## src/rtl/io_port_host.sv

```systemverilog
// rtl/io_port_host.sv - host-side peer of the CPU I/O port: input/output byte FIFOs and interrupt FSM
module io_port_host #(
  parameter int WIDTH = 8,
  parameter int DEPTH = 4,
  parameter int INT_W = 2
) (
  input  logic                       clk,
  input  logic                       rst,
  input  logic                       h_in_valid,
  input  logic [WIDTH-1:0]           h_in_data,
  output logic                       h_in_ready,
  output logic [WIDTH-1:0]           In_port,
  output logic                       int_req,
  input  logic                       cpu_in_ack,
  input  logic [WIDTH-1:0]           Out_port,
  input  logic                       cpu_out_stb,
  input  logic                       HLT,
  input  logic                       int_enable,
  output logic                       h_out_valid,
  output logic [WIDTH-1:0]           h_out_data,
  input  logic                       h_out_ready,
  output logic [1:0]                 err,
  input  logic                       err_clr,
  output logic [$clog2(DEPTH):0]     in_count,
  output logic [$clog2(DEPTH):0]     out_count
);

  localparam int AW   = $clog2(DEPTH);
  localparam int CW   = AW + 1;
  localparam int CNTW = (INT_W > 1) ? $clog2(INT_W) : 1;
  localparam logic [CW-1:0] FULL = CW'(DEPTH);

  typedef enum logic [1:0] {S_IDLE, S_PULSE, S_WAIT, S_GAP} state_t;

  logic [WIDTH-1:0] in_mem_q [DEPTH];
  logic [WIDTH-1:0] in_mem_d [DEPTH];
  logic [WIDTH-1:0] out_mem_q [DEPTH];
  logic [WIDTH-1:0] out_mem_d [DEPTH];
  logic [AW-1:0]    in_wr_q, in_wr_d, in_rd_q, in_rd_d;
  logic [AW-1:0]    out_wr_q, out_wr_d, out_rd_q, out_rd_d;
  logic [CW-1:0]    in_cnt_q, in_cnt_d, out_cnt_q, out_cnt_d;
  logic [1:0]       err_q, err_d;
  logic             in_push, in_pop, out_push, out_pop, underflow, overflow;

  state_t           state_q;
  logic [CNTW-1:0]  cnt_q;
  logic             int_q;

  assign h_in_ready  = (in_cnt_q != FULL);
  assign h_out_valid = (out_cnt_q != '0);
  assign In_port     = (in_cnt_q != '0) ? in_mem_q[in_rd_q] : '0;
  assign h_out_data  = (out_cnt_q != '0) ? out_mem_q[out_rd_q] : '0;
  assign in_count    = in_cnt_q;
  assign out_count   = out_cnt_q;
  assign err         = err_q;
  assign int_req     = int_q;

  assign in_push   = h_in_valid & h_in_ready;
  assign in_pop    = cpu_in_ack & (in_cnt_q != '0);
  assign underflow = cpu_in_ack & (in_cnt_q == '0);
  assign out_pop   = h_out_valid & h_out_ready;
  // A full output FIFO still accepts a strobe when the host frees a slot in the same cycle.
  assign out_push  = cpu_out_stb & ((out_cnt_q != FULL) | out_pop);
  assign overflow  = cpu_out_stb & (out_cnt_q == FULL) & ~out_pop;

  always_comb begin
    in_mem_d  = in_mem_q;
    out_mem_d = out_mem_q;
    in_wr_d   = in_wr_q;
    in_rd_d   = in_rd_q;
    out_wr_d  = out_wr_q;
    out_rd_d  = out_rd_q;
    if (in_push) begin
      in_mem_d[in_wr_q] = h_in_data;
      in_wr_d           = in_wr_q + AW'(1);
    end
    if (in_pop) in_rd_d = in_rd_q + AW'(1);
    if (out_push) begin
      out_mem_d[out_wr_q] = Out_port;
      out_wr_d            = out_wr_q + AW'(1);
    end
    if (out_pop) out_rd_d = out_rd_q + AW'(1);
    in_cnt_d  = in_cnt_q + CW'(in_push) - CW'(in_pop);
    out_cnt_d = out_cnt_q + CW'(out_push) - CW'(out_pop);
    err_d     = err_clr ? 2'b00 : err_q;
    err_d     = err_d | {overflow, underflow};
  end

  always_ff @(posedge clk or negedge rst) begin
    if (!rst) begin
      for (int i = 0; i < DEPTH; i++) begin
        in_mem_q[i]  <= '0;
        out_mem_q[i] <= '0;
      end
      in_wr_q   <= '0;
      in_rd_q   <= '0;
      out_wr_q  <= '0;
      out_rd_q  <= '0;
      in_cnt_q  <= '0;
      out_cnt_q <= '0;
      err_q     <= '0;
    end else begin
      in_mem_q  <= in_mem_d;
      out_mem_q <= out_mem_d;
      in_wr_q   <= in_wr_d;
      in_rd_q   <= in_rd_d;
      out_wr_q  <= out_wr_d;
      out_rd_q  <= out_rd_d;
      in_cnt_q  <= in_cnt_d;
      out_cnt_q <= out_cnt_d;
      err_q     <= err_d;
    end
  end

  // One request per consumed byte; GAP forces int low for a cycle before the next request.
  always_ff @(posedge clk or negedge rst) begin
    if (!rst) begin
      state_q <= S_IDLE;
      cnt_q   <= '0;
      int_q   <= 1'b0;
    end else if (HLT) begin
      state_q <= S_IDLE;
      int_q   <= 1'b0;
    end else begin
      case (state_q)
        S_IDLE: begin
          if ((in_cnt_q != '0) && int_enable) begin
            state_q <= S_PULSE;
            cnt_q   <= CNTW'(INT_W - 1);
            int_q   <= 1'b1;
          end
        end
        S_PULSE: begin
          if (cnt_q == '0) begin
            state_q <= S_WAIT;
            int_q   <= 1'b0;
          end else begin
            cnt_q <= cnt_q - CNTW'(1);
          end
        end
        S_WAIT: begin
          int_q <= 1'b0;
          if (cpu_in_ack) state_q <= S_GAP;
        end
        default: begin
          int_q   <= 1'b0;
          state_q <= S_IDLE;
        end
      endcase
    end
  end

endmodule

```

## config.mk

```make
export PLATFORM = sky130hd
export DESIGN_NAME = io_port_host
export DESIGN_NICKNAME = d
export VERILOG_FILES = /design/src/rtl/io_port_host.sv
export SDC_FILE = /design/constraint.sdc
export NUM_CORES = 1
export LEC_CHECK = 0
export ABC_AREA = 1
export ABC_CLOCK_PERIOD_IN_PS = 2300
export CORE_MARGIN = 5
export CORE_UTILIZATION = 49
export DETAILED_ROUTE_END_ITERATION = 10
export PLACE_DENSITY = 0.81
export RECOVER_POWER = 50
export SLEW_MARGIN = 5
export SYNTH_ARGS = -nofsm -noshare
export SYNTH_HDL_FRONTEND = slang
export SYNTH_SLANG_ARGS = --single-unit
export TNS_END_PERCENT = 20
```

## constraint.sdc

```tcl
create_clock -name clk -period 2.3 [get_ports clk]
set_input_delay 0.46 -clock clk [delete_from_list [all_inputs] [get_ports clk]]
set_output_delay 0.46 -clock clk [all_outputs]
set_load 0.01 [all_outputs]
```

==> run_1/floorplan.png <==
Pins as bars on the die edge.
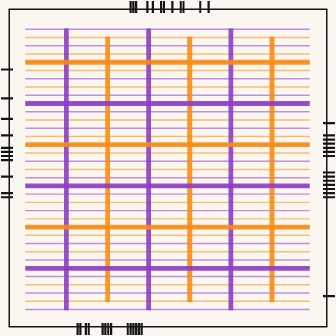
VDD: shown in orange. VSS: shown in purple.
6 straps on met5. 35 met1 rails follow the rows.

==> run_1/class_map.png <==
The bar under the picture is 20 um long.
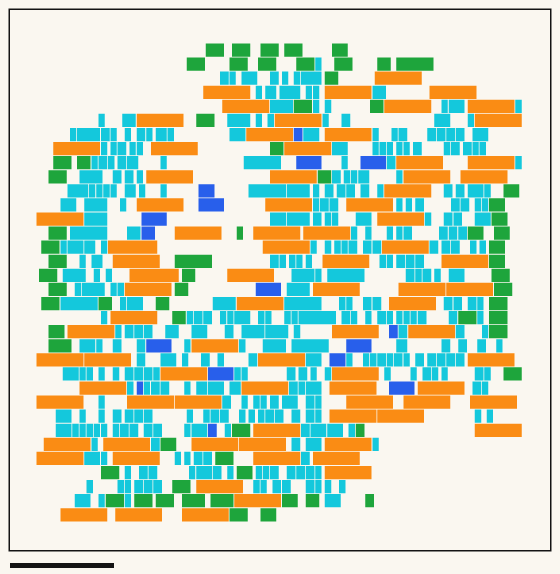
remaining buffers and delay cells: shown in green, cells 67, share of their area 13%. clock drivers and dummy loads: shown in blue, cells 16, share of their area 3.3%. remaining logic cells: shown in cyan, cells 390, share of their area 42%. registers: shown in orange, cells 84, share of their area 42%.

==> run_1/clock_wires.png <==
The bar under the picture is 20 um long.
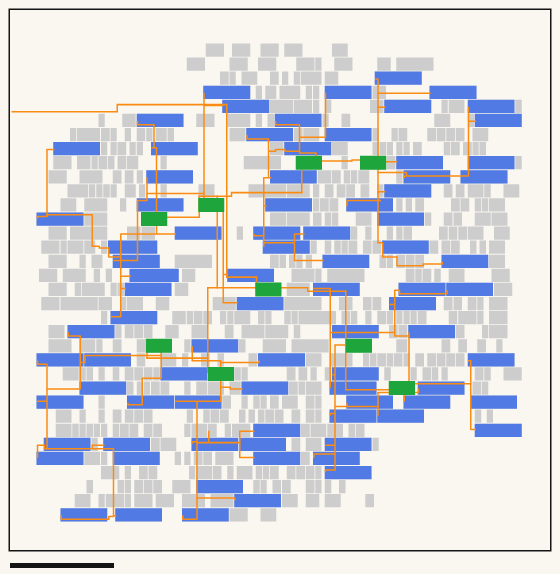
clock wires: shown in orange, length 996 um. clock-net drivers: shown in green, count 9. flip-flops: shown in blue, count 84.
There are 10 routed clock nets.

==> run 1: what timing repair did <==
action                                  4_1_cts  5_1_grt
resized                                      21        6
cloned                                        0        0
hold buffers                                  0        0
endpoints found under the setup margin       16        5
buffers inserted                              8        0
==> run 1: path summary, 6_finish.rpt <==
kind                               start  slack [ns]  depth (start not counted)       endpoint
min reg2reg                out_mem_q[24]        0.50                          2  out_mem_q[24]
max in group asynchronous            rst        0.72                          2  out_mem_q[10]
max                           in_rd_q[0]        0.09                          6     In_port[4]
min                                  rst        0.31                          1    in_mem_q[9]
min in group clk           out_mem_q[24]        0.50                          2  out_mem_q[24]
max reg2reg                 out_count[1]        0.21                          9   out_count[2]
==> run 1: flip-flops by register name, summed over array words and instances (netlist names) <==
register / flops
out_wr_q: 2
out_mem_q: 32
in_count: 3
cnt_q: 1
err: 2
out_rd_q: 2
in_rd_q: 2
in_mem_q: 32
state_q: 2
out_count: 3
int_req: 1
in_wr_q: 2
==> run 1: kinds of logic (layout without fill, tap and decap cells) <==
family,Yosys count,in the layout
DFF,84,84
AOI/OAI and AO/OA,152,152
xor gates and xnor gates,8,8
adders and majority gates,18,18
and+or+nand+nor,142,142
buffers and inverters,86,153
==> run 1: cell usage after synthesis, drive strengths merged <==
cell    count
dfrtp      84
a21oi      51
ha         16
xor2        6
nor3        1
clkbuf      2
o21bai      1
o21ai      99
nand3       4
buf        14
inv        70
fa          2
nand2     113
nand4       2
o22ai       1
xnor2       2
nor2       22
==> run 1: routing by layer <==
| metal | vias up | wire (um) | global-route usage, % |
|---|---|---|---|
| li1 | 1697 | - | - |
| met1 | 1671 | 4020 | 24.1 |
| met2 | 96 | 5010 | 31.8 |
| met3 | 15 | 516 | 4.10 |
| met4 | 0 | 157 | 7.03 |
| met5 | - | 0 | 0 |
==> run 1: worst reg2reg max path: cells and delay by family (launching register included) <==
kind,cells,cell delay (ns)
fa+ha+maj,3,0.85
buf+inv,2,0.10
xor+xnor,1,0.18
flops,1,0.44
simple gates,3,0.41
==> run 1: per-stage QoR <==
stage | setup WS (ns) | instances | hold WS (ns)
2_1_floorplan | 0.276 | 490 | 0.164
3_3_place_gp | -0.00407 | 641 | 0.474
3_5_place_dp | -0.109 | 641 | 0.482
4_1_cts | -0.151 | 665 | 0.127
5_1_grt | -0.0118 | 665 | 0.394
6_report | 0.0930 | 665 | 0.313
==> run 1: layout by cell type, fill, tap and decap left out, drive strengths merged, types with 2 or more instances in the layout <==
cell type	synthesis	routed
nor2	22	22
dlygate4sd2	0	13
nand4	2	2
xnor2	2	2
o21ai	99	99
inv	70	68
clkbuf	2	13
dfrtp	84	84
ha	16	16
clkinv	0	4
buf	14	14
nand3	4	4
nand2	113	113
clkinvlp	0	4
a21oi	51	51
dlymetal6s2s	0	3
xor2	6	6
fa	2	2
clkdlybuf4s50	0	33
==> run 1: power by group <==
group          internal [mW]  total [mW]  switching, mW
clock                  0.393       0.922          0.530
combinational           1.61        3.83           2.22
sequential              2.19        2.55          0.357
total                   4.19        7.30           3.10
==> results.cfg, run 1 <==
; yosys + openroad results
[power]
ir_drop_mv = 0.746
cellLeakagePower_nw = 2.54
power_density_mw_per_mm2 = 1410

[min_path]
hold_path.class = input port to async pin

[status]
status = finished, final reports clean

[finish]
area_growth_pct = 18.7
fillers = 776
clock_buffers = 10
num-nonclk-buffers = 67
seq_area_mm2 = 0.00210
seq_share_pct = 40.7
clk_share_pct = 3.24

[global_routing]
grt_pass1_wl_um = 17100

[synth]
largest_area_cell = dfrtp_1
synth.avg_cell_area_um2 = 8.89
yosysSeqAreaShare_pct = 48.2
fa_ha_area_share_pct = 5.51

[timing]
rsz0062_at_grt = yes
finalHoldViolations = 0
setup_viol = 0
slew_headroom_pct = 26.0
finalSetupTns_ns = 0
worst_pin_slew_ns = 1.11

[run]
drv_cap = 0
warnings = 37

[drt]
drt_iter0_drc = 188

[critical_path]
slowest_stage = dfrtp_1
==> run 2: changes to the inputs <==
--- a/config.mk
+++ b/config.mk
@@ -6,8 +6,7 @@
 export NUM_CORES = 1
 export LEC_CHECK = 0
 export ABC_AREA = 1
-export ABC_CLOCK_PERIOD_IN_PS = 2300
-export CORE_MARGIN = 5
+export ABC_CLOCK_PERIOD_IN_PS = 2700
 export CORE_UTILIZATION = 49
 export DETAILED_ROUTE_END_ITERATION = 10
 export PLACE_DENSITY = 0.81
==> constraint.sdc (replaced) <==
create_clock -name clk -period 2.7 [get_ports clk]
set_input_delay 0.54 -clock clk [delete_from_list [all_inputs] [get_ports clk]]
set_output_delay 0.54 -clock clk [all_outputs]
set_load 0.01 [all_outputs]
==> run 2 against run 1 <==
Sequential cell count stayed put. Sequential power is 16% lower. Die area is 15% lower. Global-route usage is 3.1 points higher. Critical endpoint is now In_port[7].
==> results.cfg, run 2 <==
; yosys + openroad results
[timing]
worst_pin_slew_ns = 1.24
rsz0062_at_grt = yes
timing.hold.ws_ns = 0.436

[critical_path]
r2r-end = in_count[2]
rrSetupSlack_ns = 0.56
critical_path.endpoint = In_port[7]
rr_startpoint = in_count[1]
startpoint = in_rd_q[0]

[synth]
top_cell = nand2_1
largest_area_cell = dfrtp_1
yosysSeqAreaShare_pct = 48.2
ys_async_sr_fraction_pct = 100
edf_count = 0

[finish]
stdcell_count = 658
area_growth_pct = 17.3
stdcell_area_mm2 = 0.00511
reg_top3 = in_mem_q: 32 flops, out_mem_q: 32 flops
lay_top_cells = nand2_1 (109), dfrtp_1 (84), inv_1 (69), o21ai_0 (67), a21oi_1 (51)
fillers = 767
layout_top_cell = nand2_1

[min_path]
hold_path.class = input port to async pin

[status]
status = finished, final reports clean

[power]
ir_drop_mv = 0.629
power_density_mw_per_mm2 = 1230

[global_routing]
grt_pass1_wl_um = 15600
antenna_found_initial = 0

[run]
warnings = 36
drv_cap = 0

[placement]
dp_cells = 642

[cts]
cts_setup_buffers = 0
cts_hold_buf = 0
cts-resized-gates = 0
==> run 2: final cells by class <==
type                       count  area (um2)  share of cell area, %
tap                          108         135                   2.64
timing repair buffer          60         562                   11.0
clock buffer                  11         151                   2.96
clock inverter                 5        60.1                   1.18
multi-input combinational    320        1840                   35.9
sequential                    84        2100                   41.1
inverter                      70         263                   5.14
==> run 2: how the worst min path moves through the flow <==
| stage | depth (start not counted) | end | startpoint |
|---|---|---|---|
| finish | 1 | out_mem_q[8] | rst |
| global route | 2 | in_mem_q[31] | in_mem_q[31] |
| CTS | 1 | out_mem_q[10] | rst |
| detailed placement | 2 | in_mem_q[4] | in_mem_q[4] |
| global placement | 2 | out_mem_q[28] | out_mem_q[28] |
| floorplan | 0 | cnt_q | rst |
==> run 2: through the flow <==
step	setup TNS, ns	total power [mW]	setup WS, ns	utilization (%)
floorplan	0	4.25	0.676	-
global placement	0	5.26	0.320	56.7
detailed placement	0	5.41	0.256	56.7
CTS	0	6.35	0.121	59.2
global route	-0.225	6.86	-0.0506	58.9
finish	0	6.28	0.129	58.9
==> run 2: layer usage <==
| metal | vias to the layer above | track usage [%] | part of all wire, % |
|---|---|---|---|
| li1 | 1691 | - | - |
| met1 | 1647 | 27.8 | 43 |
| met2 | 88 | 38.3 | 52 |
| met3 | 8 | 4.42 | 4.6 |
| met4 | 0 | 6.86 | 0.95 |
| met5 | - | 0 | 0 |
==> run 2: power breakdown <==
group	internal, mW	switching, mW	total (mW)
sequential	1.86	0.283	2.15
combinational	1.39	1.81	3.21
clock	0.480	0.450	0.929
total	3.73	2.55	6.28
==> run 2: logic make-up after synthesis <==
| kind of cell | share of synthesized area (%) |
|---|---|
| buffers and inverters | 9.36 |
| AOI/OAI and AO/OA | 19.6 |
| adders and majority gates | 5.51 |
| and+or+nand+nor | 15.7 |
| xor gates and xnor gates | 1.61 |
| DFF | 48.2 |
==> run 2: worst max-delay path, stage by stage, from the launching register on <==
cell             delay [ns]
dfrtp_1                0.38
inv_1                  0.37
o21ai_0                0.17
a21oi_1                0.20
clkdlybuf4s50_1        0.57
==> run_2/layers.png <==
Two of the layers only.
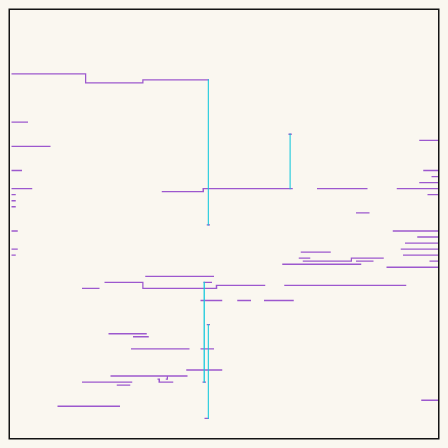
M4: shown in cyan, wire length 88.4 um. M3: shown in purple, wire length 424 um.

No activity file was given, so power comes from the tool's default toggle rates.
